`src/rtl/reg_scoreboard.sv`:
```
// Per-register pending-write scoreboard: counts in-flight writes to each
// architectural register between issue and writeback, and answers busy queries.
module reg_scoreboard #(
    parameter int MAX_INFLIGHT = 3,
    parameter int CNT_W        = $clog2(MAX_INFLIGHT + 1)
) (
    input  logic       clk,
    input  logic       reset,
    input  logic       flush,
    input  logic       issue_valid,
    input  logic       issue_writes_rd,
    input  logic [4:0] issue_rd,
    output logic       issue_stall,
    input  logic       wb_valid,
    input  logic [4:0] wb_rd,
    input  logic [4:0] query_rs1,
    input  logic [4:0] query_rs2,
    output logic       rs1_busy,
    output logic       rs2_busy,
    output logic       hazard,
    output logic [7:0] inflight_total,
    output logic       underflow_err
);

    localparam logic [CNT_W-1:0] CNT_MAX  = CNT_W'(MAX_INFLIGHT);
    localparam logic [CNT_W-1:0] CNT_ZERO = {CNT_W{1'b0}};
    localparam logic [CNT_W-1:0] CNT_ONE  = CNT_W'(1);

    // Entry 0 is tied to zero so that x0 always reads as idle.
    logic [CNT_W-1:0] cnt_q [0:31];
    logic [CNT_W-1:0] cnt_d [0:31];
    logic [7:0]       total_q;
    logic [7:0]       total_d;
    logic             uerr_q;
    logic             uerr_d;

    logic issue_req_s;
    logic issue_fire_s;
    logic wb_fire_s;
    logic same_rd_s;
    logic wb_counts_s;
    logic wb_under_s;

    // Issue/writeback qualification from registered counters only.
    always_comb begin
        issue_req_s  = issue_valid && issue_writes_rd && (issue_rd != 5'd0);
        issue_stall  = issue_req_s && (cnt_q[issue_rd] == CNT_MAX);
        issue_fire_s = issue_req_s && !issue_stall;
        wb_fire_s    = wb_valid && (wb_rd != 5'd0);
        same_rd_s    = issue_fire_s && (issue_rd == wb_rd);
        wb_counts_s  = wb_fire_s && ((cnt_q[wb_rd] != CNT_ZERO) || same_rd_s);
        wb_under_s   = wb_fire_s && (cnt_q[wb_rd] == CNT_ZERO) && !same_rd_s;
    end

    // Busy queries read the registered counters with no writeback bypass.
    always_comb begin
        rs1_busy = (query_rs1 != 5'd0) && (cnt_q[query_rs1] != CNT_ZERO);
        rs2_busy = (query_rs2 != 5'd0) && (cnt_q[query_rs2] != CNT_ZERO);
        hazard   = rs1_busy || rs2_busy;
    end

    // Next-state counters; a same-register issue and writeback cancel out.
    always_comb begin
        cnt_d[0] = CNT_ZERO;
        for (int r = 1; r < 32; r++) begin
            cnt_d[r] = cnt_q[r];
            if (issue_fire_s && (issue_rd == 5'(r)) && !(wb_fire_s && (wb_rd == 5'(r)))) begin
                cnt_d[r] = cnt_q[r] + CNT_ONE;
            end else if (wb_fire_s && (wb_rd == 5'(r)) && !(issue_fire_s && (issue_rd == 5'(r)))
                         && (cnt_q[r] != CNT_ZERO)) begin
                cnt_d[r] = cnt_q[r] - CNT_ONE;
            end else begin
                cnt_d[r] = cnt_q[r];
            end
        end
    end

    // Next-state running total and sticky underflow flag.
    always_comb begin
        total_d = total_q;
        uerr_d  = uerr_q || wb_under_s;
        case ({issue_fire_s, wb_counts_s})
            2'b10:   total_d = total_q + 8'd1;
            2'b01:   total_d = total_q - 8'd1;
            default: total_d = total_q;
        endcase
    end

    // State registers; reset outranks flush, and flush leaves the error flag alone.
    always_ff @(posedge clk) begin
        if (reset) begin
            for (int r = 0; r < 32; r++) begin
                cnt_q[r] <= CNT_ZERO;
            end
            total_q <= 8'd0;
            uerr_q  <= 1'b0;
        end else if (flush) begin
            for (int r = 0; r < 32; r++) begin
                cnt_q[r] <= CNT_ZERO;
            end
            total_q <= 8'd0;
            uerr_q  <= uerr_q;
        end else begin
            for (int r = 0; r < 32; r++) begin
                cnt_q[r] <= cnt_d[r];
            end
            total_q <= total_d;
            uerr_q  <= uerr_d;
        end
    end

    assign inflight_total = total_q;
    assign underflow_err  = uerr_q;

endmodule

```
`config.mk`:
```
export PLATFORM = sky130hd
export DESIGN_NAME = reg_scoreboard
export DESIGN_NICKNAME = d
export VERILOG_FILES = /design/src/rtl/reg_scoreboard.sv
export SDC_FILE = /design/constraint.sdc
export NUM_CORES = 1
export LEC_CHECK = 0
export CAP_MARGIN = 10
export CORE_ASPECT_RATIO = 0.9
export CORE_UTILIZATION = 53
export CTS_BUF_LIST = sky130_fd_sc_hd__clkbuf_4 sky130_fd_sc_hd__clkbuf_8 sky130_fd_sc_hd__clkbuf_16
export CTS_CLUSTER_DIAMETER = 80
export DETAILED_ROUTE_END_ITERATION = 7
export PLACE_DENSITY = 0.84
export SLEW_MARGIN = 20
export SYNTH_ARGS = -nofsm -noshare
export SYNTH_HDL_FRONTEND = slang
export SYNTH_SLANG_ARGS = --single-unit
```
`constraint.sdc`:
```
create_clock -name clk -period 12.3 [get_ports clk]
set_clock_uncertainty 0.2 [all_clocks]
set_input_delay 2.46 -clock clk [delete_from_list [all_inputs] [get_ports clk]]
set_output_delay 2.46 -clock clk [all_outputs]
set_load 0.01 [all_outputs]
```
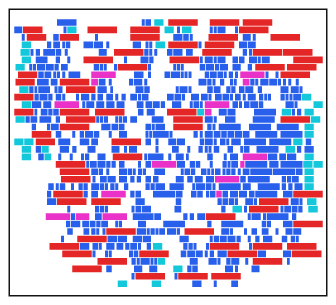
**Above:** run 1 (placement by cell class).
Blue marks all other logic, cells 558, share of their area 58%. Red marks flip-flops, cells 71, share of their area 31%. Magenta marks clock drivers and dummy loads, cells 16, share of their area 4.5%. Cyan marks other buffers and delay cells, cells 42, share of their area 6.2%.

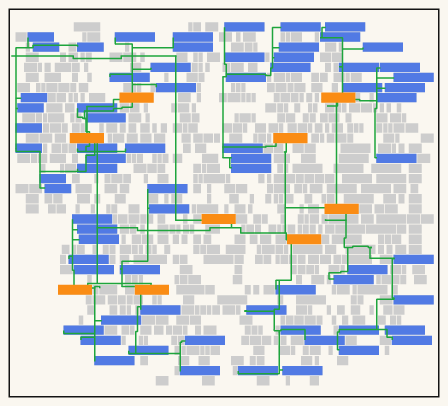
**Above:** run 1 (clock network drawn from the DEF).
Green marks clock wires, length 1040 um. Orange marks cells driving clock nets, count 9. Blue marks flip-flops, count 71.
Position of the flops: widely spread.

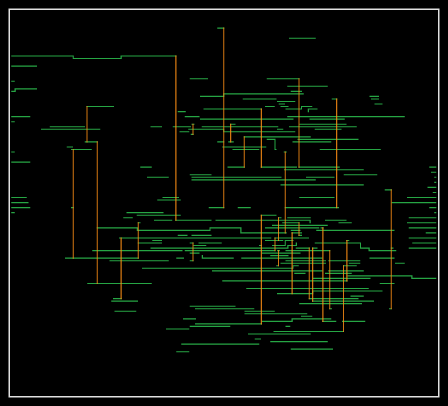
**Above:** run 1 (metal layers overlaid).
Only two layers are drawn.
Green marks met3, wire length 1830 um. Orange marks met4, wire length 498 um.

run 1: stage by stage:
| stage | hold WS [ns] | total power [mW] | setup slack (ns) |
|---|---|---|---|
| detailed placement | 0.280 | 0.504 | 3.65 |
| finish | 0.283 | 0.766 | 3.63 |
| global placement | 0.266 | 0.496 | 3.75 |
| floorplan | 0.300 | 0.446 | 5.35 |
| CTS | 0.292 | 0.762 | 3.67 |
| global route | 0.318 | 0.792 | 3.35 |
run 1: layout make-up:
class | count | area, sq um
Tap cell | 152 | 190
Sequential cell | 71 | 2040
Inverter | 9 | 33.8
Clock buffer | 14 | 287
Clock inverter | 2 | 11.3
Fill cell | 933 | 4260
Timing Repair Buffer | 42 | 410
Multi-Input combinational cell | 549 | 3800
==> metrics.yaml, run 1 <==
run_status:
  outcome: "finished, final reports clean"
critical_path:
  cpMaxStageDelayCell: "nor2_1"
  regToRegStartpoint: "cnt_q[2][1]$_SDFFCE_PN0P_"
  end_kind: "output pin"
  max_stage_delay_ns: 0.85
  cp_common_cell: "nor2_1"
  cp-start-kind: "input port"
  crit_path_end: "issue_stall"
  worstPathArrival_ns: 6.01
  crit_cells: 8
  critPathTopFamily: "simple AND/OR/NAND/NOR gates"
  rr_worst_depth: 14
  regToRegSetupSlack_ns: 7.59
  cp_max_fo: 18
grt:
  busiest_layer: "met2"
  grt.overflow.total: 0
  grt_pass1_wl_mm: 28.2
  use_met1_pct: 42.0
  gr-usage-met3_pct: 7.78
  antenna_found_initial: 0
  use_met2_pct: 46.2
yosys:
  largest_area_cell: "edfxtp_1"
  synth_cell_types: 66
  top_logic_kind: "simple AND/OR/NAND/NOR gates"
  ff_type: "edfxtp_1"
  top_cell: "nor2_1"
  syn_avg_cell_area_sq_um: 8.99
  ys_chip_area_sq_um: 6110
  synthAdderAreaFrac_pct: 1.76
  synth_area_sq_um: 6110
  ys_async_sr_fraction_pct: 0
  netlist_top_cells_count: "nor2_1 (107), edfxtp_1 (62), nand2_1 (58), nand3_1 (35), a21oi_1 (28)"
  synth_nets: 713
final_timing:
  max-slew-margin-rel_pct: 25.8
  slew_violations: 0
  fin_crit_ns: 8.67
  period_used_pct: 70.5
clock_tree:
  cts-buffers-inserted: 9
  cts-htree-levels: 3
  cts_tree: "done"
  cts_setup_buffers: 0
  cts.path.max_buffers: 2
  cts-resized-gates: 0
floorplanning:
  core_area_sq_um: 11000
finish:
  nets: 716
  fin_util_pct: 61.4
  regMostFlops: "cnt_q"
  final_layout_size_suffix_gt1_share_pct: 10.6
  areaGrowthSynthToFinish_pct: 11.0
  most-common-layout-cells: "nor2_1 (106), edfxtp_1 (62), nand2_1 (58)"
  num_antenna_cells: 0
drt:
  routed.top_layer: "met4"
  dr_wl_met3_mm: 1.83
  wire_per_inst_um: 20.8
  ant_nets: 0
  vias: 5715
  wl_met1_mm: 7.24
hold_path:
  whs_endpoint: "inflight_total[7]$_SDFFE_PN0P_"
  hold_class: "register to register"
  hold_depth: 2
  min_from: "inflight_total[7]$_SDFFE_PN0P_"
pwr:
  powerDensity_nw_per_um2: 113
  switching_share_pct: 30.4
  p_leak_nw: 2.39
  powerComb_uw: 192
  vdd_drop_max_v: 0.0000788
  seq-power_uw: 312
place:
  post-place-cells: 823
  routabilityCongestion: 0.987
  port_buffers: 38
  dp_hpwl_mm: 13.1
**Run 1: pin map**

Pins as bars across the die edge, other pins in grey.
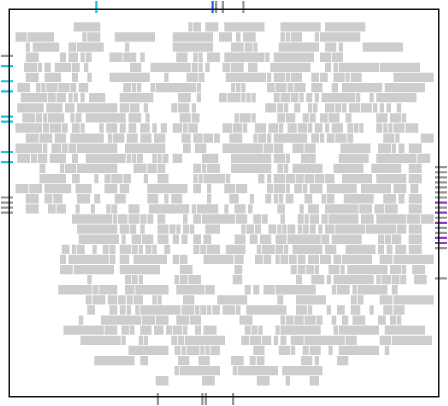

## Run 2: what changed since run 1
--- a/config.mk
+++ b/config.mk
@@ -11,7 +11,7 @@
 export CTS_BUF_LIST = sky130_fd_sc_hd__clkbuf_4 sky130_fd_sc_hd__clkbuf_8 sky130_fd_sc_hd__clkbuf_16
 export CTS_CLUSTER_DIAMETER = 80
 export DETAILED_ROUTE_END_ITERATION = 7
-export PLACE_DENSITY = 0.84
+export PLACE_DENSITY = 0.86
 export SLEW_MARGIN = 20
 export SYNTH_ARGS = -nofsm -noshare
 export SYNTH_HDL_FRONTEND = slang
==> constraint.sdc (replaced) <==
create_clock -name clk -period 7.4 [get_ports clk]
set_clock_uncertainty 0.2 [all_clocks]
set_input_delay 1.48 -clock clk [delete_from_list [all_inputs] [get_ports clk]]
set_output_delay 1.48 -clock clk [all_outputs]
set_load 0.01 [all_outputs]
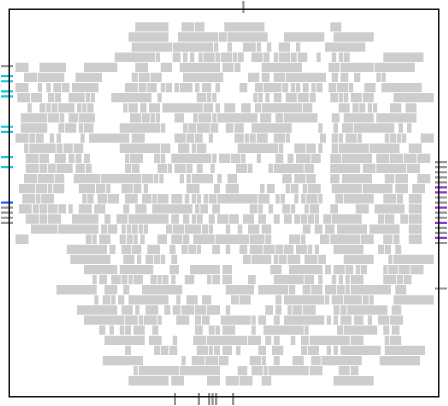
**Above:** run 2 (pin map).
Pins as bars across the die edge, other pins in grey.
Purple marks query_rs2, pins 5, direction input, edge east. Blue marks issue_writes_rd, pins 1, direction input, edge west. Cyan marks inflight_total, pins 8, direction output, edge west.
PortBufs: 38
die height: 104 um
die width: 115 um

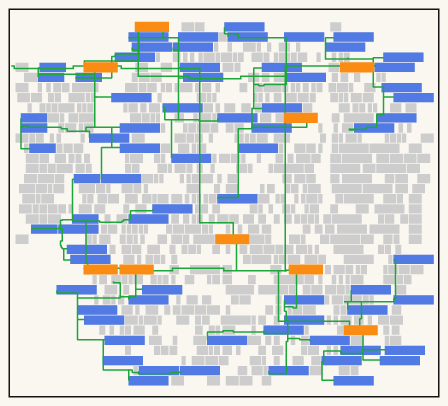
**Above:** run 2 (clock network drawn from the DEF).
Blue marks flip-flops, count 71. Orange marks cells driving clock nets, count 9. Green marks clock wires, length 1070 um.
There are 10 routed clock nets. Position of the flops: widely spread.
clk_lat worst skew: 0.35 ns
clock share of power: 33.1%
clock network power: 417 uW

==> run 2 against run 1 <==
Combinational power grew 69%. First-iteration DRC count grew 11%. Die size did not move. Non-clock buffer count rose by 5. Clock-buffer cell count shrank 1. Hold slack improved by 0.0048 ns. Power up 64%. Global-route usage increased by 0.47 points. Sequential share of layout area down 0.10 points. Critical path depth grew 8. Critical path type is now input port to register. Critical endpoint is now inflight_total[7]$_SDFFE_PN0P_. Largest power group unchanged. Highest routed layer unchanged.
==> metrics.yaml, run 2 <==
final_timing:
  fin_crit_ns: 6.21
  max-slew-margin-rel_pct: 38.9
  timing.final.ws_setup_ns: 1.19
  hold-worst-slack_ns: 0.288
clock_tree:
  cts_setup_buffers: 0
  cts-htree-levels: 3
  cts-resized-gates: 0
  cts-buffers-inserted: 9
  cts_tree: "done"
finish:
  logic_gate_count: 549
  most-common-layout-cells: "nor2_1 (106), edfxtp_1 (62), nand2_1 (58)"
  num_antenna_cells: 0
  areaGrowthSynthToFinish_pct: 11.3
  largest_class: "multi-input combinational cells"
  nets: 721
  regMostFlops: "cnt_q"
  comb_share_pct: 55.9
  final_layout_size_suffix_gt1_share_pct: 11.3
  nClkBuffers: 13
  buffers_excl_clock: 47
  nFlopsAndLatches: 71
  logic_area_sq_um: 3800
critical_path:
  cpMaxStageDelayCell: "clkdlybuf4s50_1"
  critPathTopFamily: "AND-OR/OR-AND gates"
  regToRegSetupSlack_ns: 2.76
  cp-start-kind: "input port"
  cp_max_fo: 18
  end_kind: "register"
  regToRegStartpoint: "cnt_q[6][0]$_SDFFCE_PN0P_"
drt:
  wire_per_inst_um: 21.2
  ant_nets: 0
  dr_wl_met3_mm: 1.89
floorplanning:
  n_tap_cell: 152
grt:
  use_met2_pct: 46.9
  grt_pass1_wl_mm: 28.3
  antenna_found_initial: 0
  gr-usage-met3_pct: 8.89
run_status:
  outcome: "finished, final reports clean"
yosys:
  top_cell: "nor2_1"
  synth_nets: 713
  synth_area_sq_um: 6110
place:
  routabilityCongestion: 0.980
  post-place-cells: 828
hold_path:
  min_from: "underflow_err$_SDFFE_PP0N_"
pwr:
  total_power_mw: 1.26
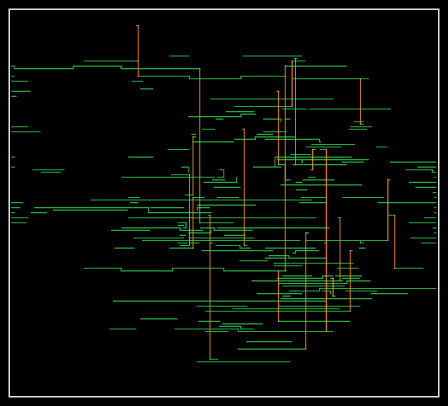
**Above:** run 2 (metal layers overlaid).
Only two layers are drawn.
Orange marks met4, wire length 469 um. Green marks met3, wire length 1890 um.
drt total wl: 17.9 mm
via count: 5719

[run 2: power by group through the flow]
stage	Clock, mW	Combinational [mW]	Sequential, mW
3_3_place_gp	0	0.303	0.522
5_1_grt	0.440	0.349	0.522
6_report	0.417	0.324	0.518
4_1_cts	0.424	0.317	0.516
3_5_place_dp	0	0.315	0.524
2_1_floorplan	0	0.228	0.513
[run 2: worst paths after layout]
path | to | cells past startpoint
worst max-delay path | inflight_total[7]$_SDFFE_PN0P_ | 16
worst min register to register | underflow_err$_SDFFE_PP0N_ | 1
worst max register to register | inflight_total[7]$_SDFFE_PN0P_ | 15
worst min-delay path | underflow_err$_SDFFE_PP0N_ | 1
**Run 2: placement by cell class**

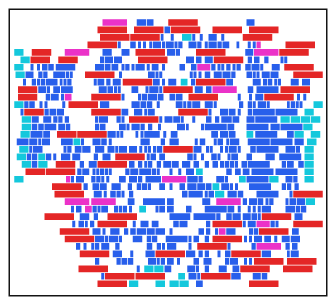

## Run 3: what changed since run 2
==> constraint.sdc (replaced) <==
create_clock -name clk -period 5.21 [get_ports clk]
set_clock_uncertainty 0.2 [all_clocks]
set_input_delay 1.042 -clock clk [delete_from_list [all_inputs] [get_ports clk]]
set_output_delay 1.042 -clock clk [all_outputs]
set_load 0.01 [all_outputs]
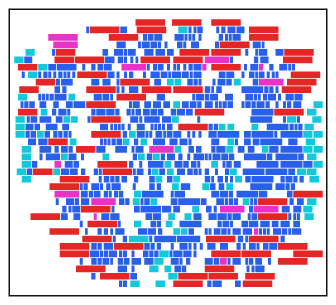
**Above:** run 3 (placement by cell class).
Blue marks all other logic, cells 558, share of their area 55%. Red marks flip-flops, cells 71, share of their area 29%. Cyan marks other buffers and delay cells, cells 88, share of their area 11%. Magenta marks clock drivers and dummy loads, cells 16, share of their area 4.2%.
Finished Core Util: 64.7%
number of placement rows: 36
design area: 7140 sq um
sequential cell area share: 28.6%
core area: 11000 sq um

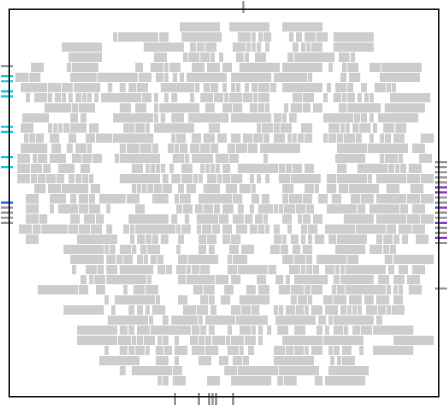
**Above:** run 3 (pin map).
Pins as bars across the die edge, other pins in grey.
Blue marks issue_writes_rd, pins 1, direction input, edge west. Purple marks query_rs2, pins 5, direction input, edge east. Cyan marks inflight_total, pins 8, direction output, edge west.

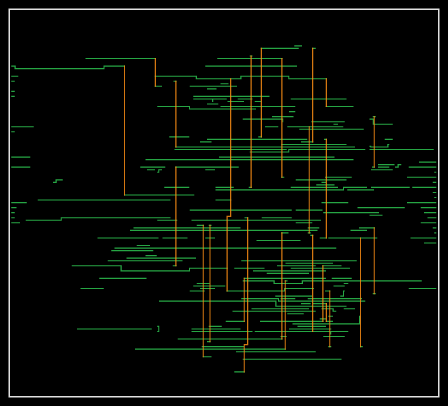
**Above:** run 3 (metal layers overlaid).
Only two layers are drawn.
drt total wl: 18.3 mm
WL/cell: 20.6 um

==> run 3 against run 2 <==
Critical path depth is 5 lower. Clock-buffer cell count is 4 lower. Global-route usage is 0.59 points higher. Hold slack better by 0.0090 ns. Final cell count is 4.9% higher. Via count is 4.1% higher. Power is 46% higher. Register-to-register slack worse by 1.8 ns. Design area is 5.0% higher. Synthesized cell count stayed put. Flip-flop count stayed put. Largest power group unchanged. Highest routed layer unchanged.
==> metrics.yaml, run 3 <==
pwr:
  vdd_drop_max_v: 0.000254
  clk-power_uw: 606
  switching_share_pct: 30.8
  seq-power_uw: 738
  powerComb_uw: 495
  p_leak_nw: 2.61
  power_leader: "sequential cells"
grt:
  grt_pass1_wl_mm: 29.2
  use_met2_pct: 47.2
  gr-usage-met3_pct: 10.3
  use_met1_pct: 42.5
  busiest_layer: "met2"
hold_path:
  whs_endpoint: "inflight_total[4]$_SDFFE_PN0P_"
  hold_class: "register to register"
place:
  post-place-cells: 869
  place_ws_ns: -0.197
  dp_hpwl_mm: 13.9
  port_buffers: 38
finish:
  logic_area_sq_um: 3810
  fillers: 902
  areaGrowthSynthToFinish_pct: 16.9
  regArea_sq_um: 2040
  regMostFlops: "cnt_q"
  final_layout_size_suffix_gt1_share_pct: 16.1
  most-common-layout-cells: "nor2_1 (106), edfxtp_1 (62), nand2_1 (58)"
  num_antenna_cells: 0
clock_tree:
  cts_setup_buffers: 0
  cts-buffers-inserted: 9
  cts_tree: "done"
  cts-htree-levels: 3
  clock_latency_ns: 0.35
critical_path:
  end_kind: "output pin"
  regToRegEndpoint: "inflight_total[7]$_SDFFE_PN0P_"
  cp_common_cell: "buf_4"
  cp-start-kind: "input port"
  max_stage_delay_ns: 0.57
  crit_path_end: "issue_stall"
  regToRegStartpoint: "cnt_q[23][0]$_SDFFCE_PN0P_"
  worstPathArrival_ns: 3.78
  rr_worst_depth: 15
  cpMaxStageDelayCell: "clkdlybuf4s50_1"
  regToRegSetupSlack_ns: 0.96
  crit_cells: 11
drt:
  routed.top_layer: "met4"
  ant_nets: 0
  dr_wl_met3_mm: 2.11
final_timing:
  slew_violations: 0
  timing.final.ws_setup_ns: 0.188
  max-slew-margin-rel_pct: 33.5
yosys:
  largest_area_cell: "edfxtp_1"
  synth_nets: 713
  syn_avg_cell_area_sq_um: 8.99
  top_cell: "nor2_1"
  ys_async_sr_fraction_pct: 0
  synth_cell_types: 66
  netlist_top_cells_count: "nor2_1 (107), edfxtp_1 (62), nand2_1 (58), nand3_1 (35), a21oi_1 (28)"
run_status:
  outcome: "finished, final reports clean"
floorplanning:
  die_x_um: 115
## run 3: cell counts after synthesis
Identical to the previous run, type by type.
## run 3: area by class of cell
class | count | area share [%]
repair buffers | 88 | 10.8
flip-flops and latches | 71 | 28.6
clock inverters | 7 | 0.894
clock buffers | 9 | 3.16
well taps | 152 | 2.66
inverters | 9 | 0.473
multi-input cells | 549 | 53.4
## run 3: logic make-up after synthesis
| group | Yosys count | share of synthesized area [%] |
|---|---|---|
| DFF | 71 | 33.4 |
| AOI/OAI and AO/OA | 150 | 18.3 |
| buffers and inverters | 59 | 4.38 |
| xor gates and xnor gates | 42 | 6.02 |
| and+or+nand+nor | 307 | 24.7 |
| muxes | 42 | 11.4 |
| adders and majority gates | 8 | 1.76 |
No activity file was given, so power comes from the tool's default toggle rates.
